## src/rtl/rr_enc_arbiter_4.sv

```systemverilog
// Four-way round-robin arbiter with registered one-hot grant, encoded index
// and an optional hold limit that forces release so no requester starves.
module rr_enc_arbiter_4 #(
  parameter int HOLD_MAX = 8,
  parameter int CNT_W    = 8
) (
  input  logic       clk,
  input  logic       rst,
  input  logic [3:0] req,
  output logic [3:0] gnt,
  output logic [1:0] gnt_idx,
  output logic       gnt_valid,
  output logic       preempt
);

  typedef enum logic {IDLE, GRANT} state_t;

  localparam bit               LIMIT_EN  = (HOLD_MAX != 0);
  localparam logic [CNT_W-1:0] HOLD_LAST = CNT_W'((HOLD_MAX == 0) ? 0 : HOLD_MAX - 1);
  localparam logic [CNT_W-1:0] CNT_MAX   = '1;

  state_t           state_q;
  logic [1:0]       ptr_q;
  logic [CNT_W-1:0] hold_cnt_q;
  logic [3:0]       gnt_q;
  logic [1:0]       idx_q;
  logic             preempt_q;

  logic             win_any;
  logic [1:0]       win_idx;

  // First set request scanning upward from ptr_q, wrapping mod 4.
  always_comb begin
    win_any = 1'b0;
    win_idx = 2'd0;
    for (int i = 0; i < 4; i++) begin
      logic [1:0] cand;
      cand = ptr_q + 2'(i);
      if (!win_any && req[cand]) begin
        win_any = 1'b1;
        win_idx = cand;
      end
    end
  end

  always_ff @(posedge clk) begin
    if (rst) begin
      state_q    <= IDLE;
      ptr_q      <= 2'd0;
      hold_cnt_q <= '0;
      gnt_q      <= 4'b0000;
      idx_q      <= 2'd0;
      preempt_q  <= 1'b0;
    end else begin
      case (state_q)
        IDLE: begin
          preempt_q  <= 1'b0;
          hold_cnt_q <= '0;
          if (win_any) begin
            gnt_q   <= 4'b0001 << win_idx;
            idx_q   <= win_idx;
            state_q <= GRANT;
          end else begin
            gnt_q <= 4'b0000;
            idx_q <= 2'd0;
          end
        end
        GRANT: begin
          // A dropped request wins over an expiring limit: no preempt then.
          if (!req[idx_q] || (LIMIT_EN && hold_cnt_q == HOLD_LAST)) begin
            preempt_q <= req[idx_q];
            gnt_q     <= 4'b0000;
            idx_q     <= 2'd0;
            ptr_q     <= idx_q + 2'd1;
            state_q   <= IDLE;
          end else begin
            preempt_q <= 1'b0;
            if (hold_cnt_q != CNT_MAX) hold_cnt_q <= hold_cnt_q + 1'b1;
          end
        end
        default: begin
          state_q   <= IDLE;
          gnt_q     <= 4'b0000;
          idx_q     <= 2'd0;
          preempt_q <= 1'b0;
        end
      endcase
    end
  end

  assign gnt       = gnt_q;
  assign gnt_idx   = idx_q;
  assign gnt_valid = |gnt_q;
  assign preempt   = preempt_q;

endmodule

```

## config.mk

```make
export PLATFORM = sky130hd
export DESIGN_NAME = rr_enc_arbiter_4
export DESIGN_NICKNAME = d
export VERILOG_FILES = /design/src/rtl/rr_enc_arbiter_4.sv
export SDC_FILE = /design/constraint.sdc
export NUM_CORES = 1
export LEC_CHECK = 0
export CAP_MARGIN = 20
export CORE_ASPECT_RATIO = 1.1
export CORE_MARGIN = 2
export CORE_UTILIZATION = 50
export DETAILED_ROUTE_END_ITERATION = 6
export HOLD_SLACK_MARGIN = 0.02
export PLACE_DENSITY = 0.75
export REMOVE_ABC_BUFFERS = 1
export SYNTH_ARGS = -nofsm -noshare
export SYNTH_HDL_FRONTEND = slang
export SYNTH_SLANG_ARGS = --single-unit
export TNS_END_PERCENT = 10
```

## constraint.sdc

```tcl
create_clock -name clk -period 2.18 [get_ports clk]
set_input_delay 0.327 -clock clk [delete_from_list [all_inputs] [get_ports clk]]
set_output_delay 0.327 -clock clk [all_outputs]
set_load 0.005 [all_outputs]
```

Figure 1. Clock wires, drivers and flops (run 1).
(8 px per µm)
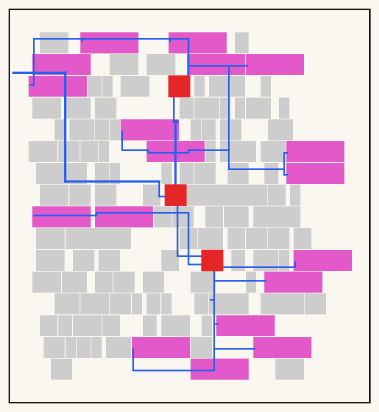
Key: flip-flops = magenta [count 18]; cells driving clock nets = red [count 3]; clock wires = blue [length 219 µm]
Position of the flops: spread over the die. There are 4 routed clock nets.
clock latency on the worst-skew pair: 0.29 ns
Clk power: 0.000204 W
Clk pwr share: 29.2%
largest clock skew in the final design: 0.00255 ns

Figure 2. Pin placement (run 1).
(6 px per µm) Pins as bars across the die edge, other pins in gray.
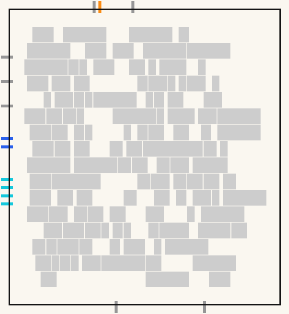
Key: gnt_valid = orange [pins 1, direction output, edge top]; req = cyan [pins 4, direction input, edge left]; gnt_idx = blue [pins 2, direction output, edge left]
All pins by edge: 9 left, 3 top, 2 bottom.
die height: 49.0 µm
number of port buffers: 13
horizontal die dimension: 44.9 µm

Figure 3. Routing congestion (run 1).
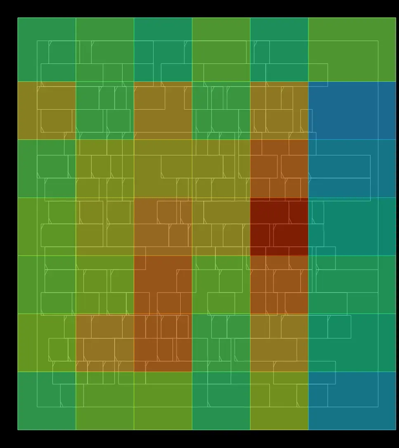
met3 track utilization from global routing: 3.70%
global-route track usage on met2: 32.1%
met1 Track Usage GR: 25.5%
GRT Overall Usage: 20.1%

Figure 4. Signal metal coverage by tile (run 1).
(8 px per µm) 9 x 10 tiles, from white (low) to dark blue (high), scaled to the fullest tile. Values are wire area over tile area, all layers added.
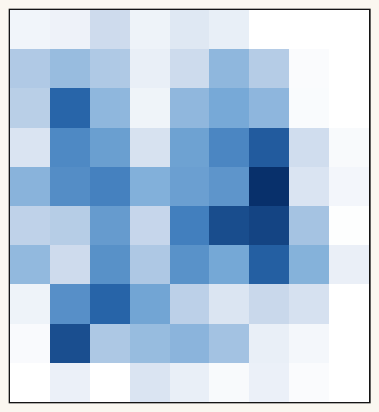
The densest ninth of the die: middle. The fullest tile reaches 0.41. 27% of the tiles are over half the peak.
aggregate routed wire length: 1830 µm
per-cell routed wire length: 12.9 µm
total vias in the final route: 814

==> impl_summary.log, run 1 <==
[metrics] run summary
INFO  metric run_status = complete, no violations
INFO  metric r2r_end = hold_cnt_q[7]
INFO  metric cts_setup_buffers = 0
INFO  metric critical_path.max_fanout = 9
INFO  metric worstPathArrival = 2.18 ns
INFO  metric final_cell_area = 1160 µm²
INFO  metric syn_to_final_growth = 26.5%
INFO  metric yosys.cell_count.top_type = dfxtp_1
INFO  metric final_total_pwr = 0.000697 W
INFO  metric layout.buffer.nonclock.area_share = 17.0%
INFO  metric yosys.cell_types.count = 42
INFO  metric timing.setup.critical_path_class = register to register
INFO  metric floorplan.io_pins = 14
INFO  metric synth_stat.cells = 100
INFO  metric rsz0062_at_grt = false
INFO  metric report.final.setup_viol = 0
INFO  metric rrSetupSlack = 0.22 ns
INFO  metric commonest_flop = dfxtp_1
INFO  metric synth.yosys.seq_area_share = 39.2%
INFO  metric cp-end-kind = register
INFO  metric openroad.warnings = 25
INFO  metric cts_buffers = 3
INFO  metric final_common_cell = dfxtp_1
INFO  metric warning_count_from_the_yosys_run = 0
INFO  metric synth.yosys.chip_area = 920 µm²
INFO  metric core.rowCount = 16
INFO  metric layout.area.top_class = multi-input combinational cells
INFO  metric timing.hold.ws = 0.465 ns
INFO  metric synth.top_cells.by_count = dfxtp_1 (18), nor2_1 (9), a21oi_1 (6), inv_1 (6), nand2_1 (6)
INFO  metric clock_tree_area_fraction = 3.12%
INFO  metric logic_area = 524 µm²
INFO  metric floorplanUtilization = 52.2%
INFO  metric crit_path_end = hold_cnt_q[7]
INFO  metric place.detailed.hpwl = 1450 µm
INFO  metric final_number_of_hold_violating_endpoints = 0
INFO  metric ctsHtreeMaxLevel = 1
INFO  metric maxSlewHeadroom = 63.5%
INFO  metric global_route_wire_length_before_repair = 3370 µm
INFO  metric route.detailed.drc = 0
INFO  metric synthTopCellsByArea = dfxtp_1 (39%), xnor2_1 (4.8%), nor2_1 (3.7%), a21oi_1 (3.3%), o41ai_4 (3.0%)
INFO  metric synthCells = 100
INFO  metric netSwitchingPower = 0.000176 W
INFO  metric worstReg2RegStart = hold_cnt_q[0]
INFO  metric netlist_area = 920 µm²
INFO  metric layout_setup_ws = 0.225 ns
INFO  metric comb_share = 45.1%
INFO  metric synthAdderAreaFrac = 1.36%
INFO  metric netlist.top_cell.by_area = dfxtp_1
INFO  metric wirelength_met1 = 818 µm
INFO  metric simple_gate_area_share = 24.4%
INFO  metric enable_flop_cells = 0
INFO  metric num-nonclk-buffers = 22
INFO  metric layoutNonFillerInstCount = 141
INFO  metric setup.worst_path.start_class = register
INFO  metric cts_buffer_depth = 2
INFO  metric combPwrFrac = 19.0%
INFO  metric nClkBuffers = 4
INFO  metric power.internal = 0.000522 W
INFO  metric post_layout_period_usage = 89.7%
INFO  metric worst_ir_drop_vdd = 351 µV
INFO  metric firstDrtPassIters = 4
INFO  metric p_leak = 0.410 nW
INFO  metric design.final.nets = 131
INFO  metric detail-route-antenna-nets = 0
INFO  metric maxUsedRoutingLayer = met4
INFO  metric pwr_density_cell = 599 nW/µm²
INFO  metric logic_family = simple AND/OR/NAND/NOR gates
INFO  metric route.met3.wl = 44 µm
INFO  metric flops = 18
INFO  metric largest_register_ff_count = 8
INFO  metric diodes = 0
INFO  metric layout_top_cells = dfxtp_1 (18), clkdlybuf4s50_1 (13), nor2_1 (9), buf_4 (9)
INFO  metric placed_cells_incl_taps = 137
INFO  metric setup_tns = 0 ns
INFO  metric antenna_found_initial = 0
INFO  metric ctsResizeCount = 0
INFO  metric synth_area_per_cell = 9.20 µm²
INFO  metric hold_path.class = register to register
INFO  metric regArea = 360 µm²
INFO  metric filler_cell_count = 161
INFO  metric numClockSinks = 18
INFO  metric worstMarginPinSlew = 0.546 ns
INFO  metric share_of_layout_cells_above_drive_strength_1 = 14.6%
INFO  metric first_iter_violations = 8
INFO  metric n_all_inverters = 6
INFO  metric place.gp.congestion = 0.842
INFO  metric worstHoldStart = gnt[0]
INFO  metric most_flop_heavy_register = hold_cnt_q
INFO  metric dieArea = 2200 µm²
INFO  metric area_of_the_core = 1760 µm²
==> run 1: worst max-delay path, stage by stage, from the launching register on <==
cell,delay (ns)
dfxtp_1,0.39
ha_1,0.17
nand2_1,0.17
o41ai_4,0.57
nor3_4,0.11
buf_4,0.17
a31o_1,0.21
a21oi_1,0.11
==> run 1: power groups by stage <==
stage / logic (W) / clock network [W] / registers (W)
detailed placement: 0.000134 / 0 / 0.000369
finish: 0.000132 / 0.000204 / 0.000361
CTS: 0.000134 / 0.000210 / 0.000361
global route: 0.000146 / 0.000225 / 0.000365
global placement: 0.000131 / 0 / 0.000368
floorplan: 0.0000688 / 0 / 0.000367
==> run 1: cell families after synthesis <==
group,Yosys count
and+or+nand+nor,38
buffers and inverters,9
AOI/OAI and AO/OA,26
xor gates and xnor gates,5
DFF,18
muxes,3
adders and majority gates,1
--- run 2 (diff from run 1) ---
--- a/config.mk
+++ b/config.mk
@@ -13,6 +13,7 @@
 export HOLD_SLACK_MARGIN = 0.02
 export PLACE_DENSITY = 0.75
 export REMOVE_ABC_BUFFERS = 1
+export SLEW_MARGIN = 20
 export SYNTH_ARGS = -nofsm -noshare
 export SYNTH_HDL_FRONTEND = slang
 export SYNTH_SLANG_ARGS = --single-unit
Figure 5. Pin placement (run 2).
(6 px per µm) Pins as bars across the die edge, other pins in gray.
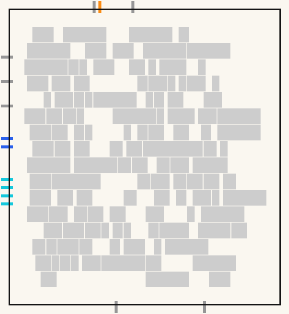
Key: gnt_idx = blue [pins 2, direction output, edge left]; req = cyan [pins 4, direction input, edge left]; gnt_valid = orange [pins 1, direction output, edge top]

==> run 2 against run 1 <==
Effect of this change:
- first-iteration DRC count unchanged
- largest cell class unchanged
- highest routed layer unchanged
- critical path depth stayed put
- routed wire length is the same
- register-to-register slack hardly changed
==> impl_summary.log, run 2 <==
[metrics] run summary
INFO  metric most_flop_heavy_register = hold_cnt_q (unchanged)
INFO  metric pwr_density_cell = 599 nW/µm² (unchanged)
INFO  metric io_buffer_count = 13 (unchanged)
INFO  metric ctsHtreeMaxLevel = 1 (unchanged)
INFO  metric run_status = complete, no violations (unchanged)
INFO  metric yosys.cell_count.top_type = dfxtp_1 (unchanged)
INFO  metric regArea = 360 µm² (unchanged)
INFO  metric worstHoldStart = gnt[0] (unchanged)
INFO  metric firstDrtPassIters = 4 (unchanged)
INFO  metric layout.area.top_class = multi-input combinational cells (unchanged)
INFO  metric clock_tree_area_fraction = 3.12% (unchanged)
INFO  metric synth.top_cells.by_count = dfxtp_1 (18), nor2_1 (9), a21oi_1 (6), inv_1 (6), nand2_1 (6) (unchanged)
INFO  metric grt.met1_usage = 25.5% (unchanged)
INFO  metric clock.latency.late_pin = 0.29 ns (about the same)
INFO  metric cts_buffers = 3 (unchanged)
INFO  metric timing.hold.ws = 0.465 ns (unchanged)
INFO  metric n_all_inverters = 6 (unchanged)
INFO  metric design.final.nets = 131 (unchanged)
INFO  metric num-nonclk-buffers = 22 (unchanged)
INFO  metric worst_ir_drop_vdd = 351 µV (unchanged)
INFO  metric power_combinational = 0.000132 W (about the same)
INFO  metric enable_flop_cells = 0 (unchanged)
INFO  metric comb_share = 45.1% (unchanged)
INFO  metric synthTopCellsByArea = dfxtp_1 (39%), xnor2_1 (4.8%), nor2_1 (3.7%), a21oi_1 (3.3%), o41ai_4 (3.0%) (unchanged)
INFO  metric openroad.warnings = 25 (unchanged)
INFO  metric place.detailed.hpwl = 1450 µm (unchanged)
INFO  metric setup.worst_path.start_class = register (unchanged)
INFO  metric per_cell_routed_wire_length = 12.9 µm (unchanged)
INFO  metric final_total_pwr = 0.000697 W (unchanged)
INFO  metric final_cell_area = 1160 µm² (unchanged)
INFO  metric maxSlewHeadroom = 63.5% (unchanged)
INFO  metric critical_path.max_fanout = 9 (unchanged)
INFO  metric largest_register_ff_count = 8 (unchanged)
INFO  metric report.final.setup_viol = 0 (unchanged)
INFO  metric grt_use_met2 = 32.1% (unchanged)
INFO  metric synth.yosys.chip_area = 920 µm² (unchanged)
INFO  metric wirelength_met1 = 818 µm (unchanged)
INFO  metric flops = 18 (unchanged)
INFO  metric first_iter_violations = 8 (unchanged)
INFO  metric netlist_area = 920 µm² (unchanged)
INFO  metric chipHeight = 49.0 µm (unchanged)
INFO  metric global_route_wire_length_before_repair = 3370 µm (unchanged)
INFO  metric ctsResizeCount = 0 (unchanged)
INFO  metric core.rowCount = 16 (unchanged)
INFO  metric clockNetworkPower = 0.000204 W (about the same)
INFO  metric r2r_end = hold_cnt_q[7] (unchanged)
INFO  metric power.internal = 0.000522 W (unchanged)
INFO  metric commonest_flop = dfxtp_1 (unchanged)
INFO  metric track_usage = 20.1% (unchanged)
INFO  metric routed-via-count = 814 (unchanged)
INFO  metric yosys.cell_types.count = 42 (unchanged)
INFO  metric finalClockSkew = 0.00255 ns (unchanged)
INFO  metric top_power_group = sequential cells (unchanged)
INFO  metric netlist.top_cell.by_area = dfxtp_1 (unchanged)
INFO  metric synth_stat.cells = 100 (unchanged)
INFO  metric crit_buf_inv = 1 (unchanged)
INFO  metric worstReg2RegStart = hold_cnt_q[0] (unchanged)
Figure 6. Clock wires, drivers and flops (run 2).
(8 px per µm)
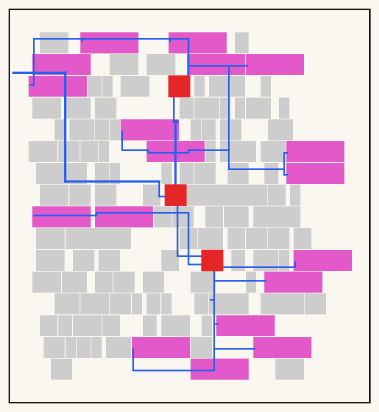
Key: flip-flops = magenta [count 18]; cells driving clock nets = red [count 3]; clock wires = blue [length 219 µm]
There are 4 routed clock nets. Position of the flops: spread over the die.

==> run 2: cell counts after synthesis <==
Identical to the previous run, type by type.
==> run 2: logic make-up after synthesis <==
group	share of synthesized area, %
xor+xnor	4.76
compound gates	21.9
simple gates	24.4
buf+inv	3.81
mux	4.63
flops	39.2
fa+ha+maj	1.36
==> run 2: how the worst max path moves through the flow <==
stage,from,to,slack [ns],cells past startpoint
after floorplan,hold_cnt_q[4],hold_cnt_q[5],0.41,5
final,hold_cnt_q[0],hold_cnt_q[7],0.22,7
after CTS,hold_cnt_q[0],hold_cnt_q[7],0.22,7
after global routing,hold_cnt_q[0],hold_cnt_q[5],0.03,6
after detailed placement,req[1],hold_cnt_q[7],0.12,7
after global placement,req[3],hold_cnt_q[7],0.16,7
Power is estimated from default activity; no workload was simulated.
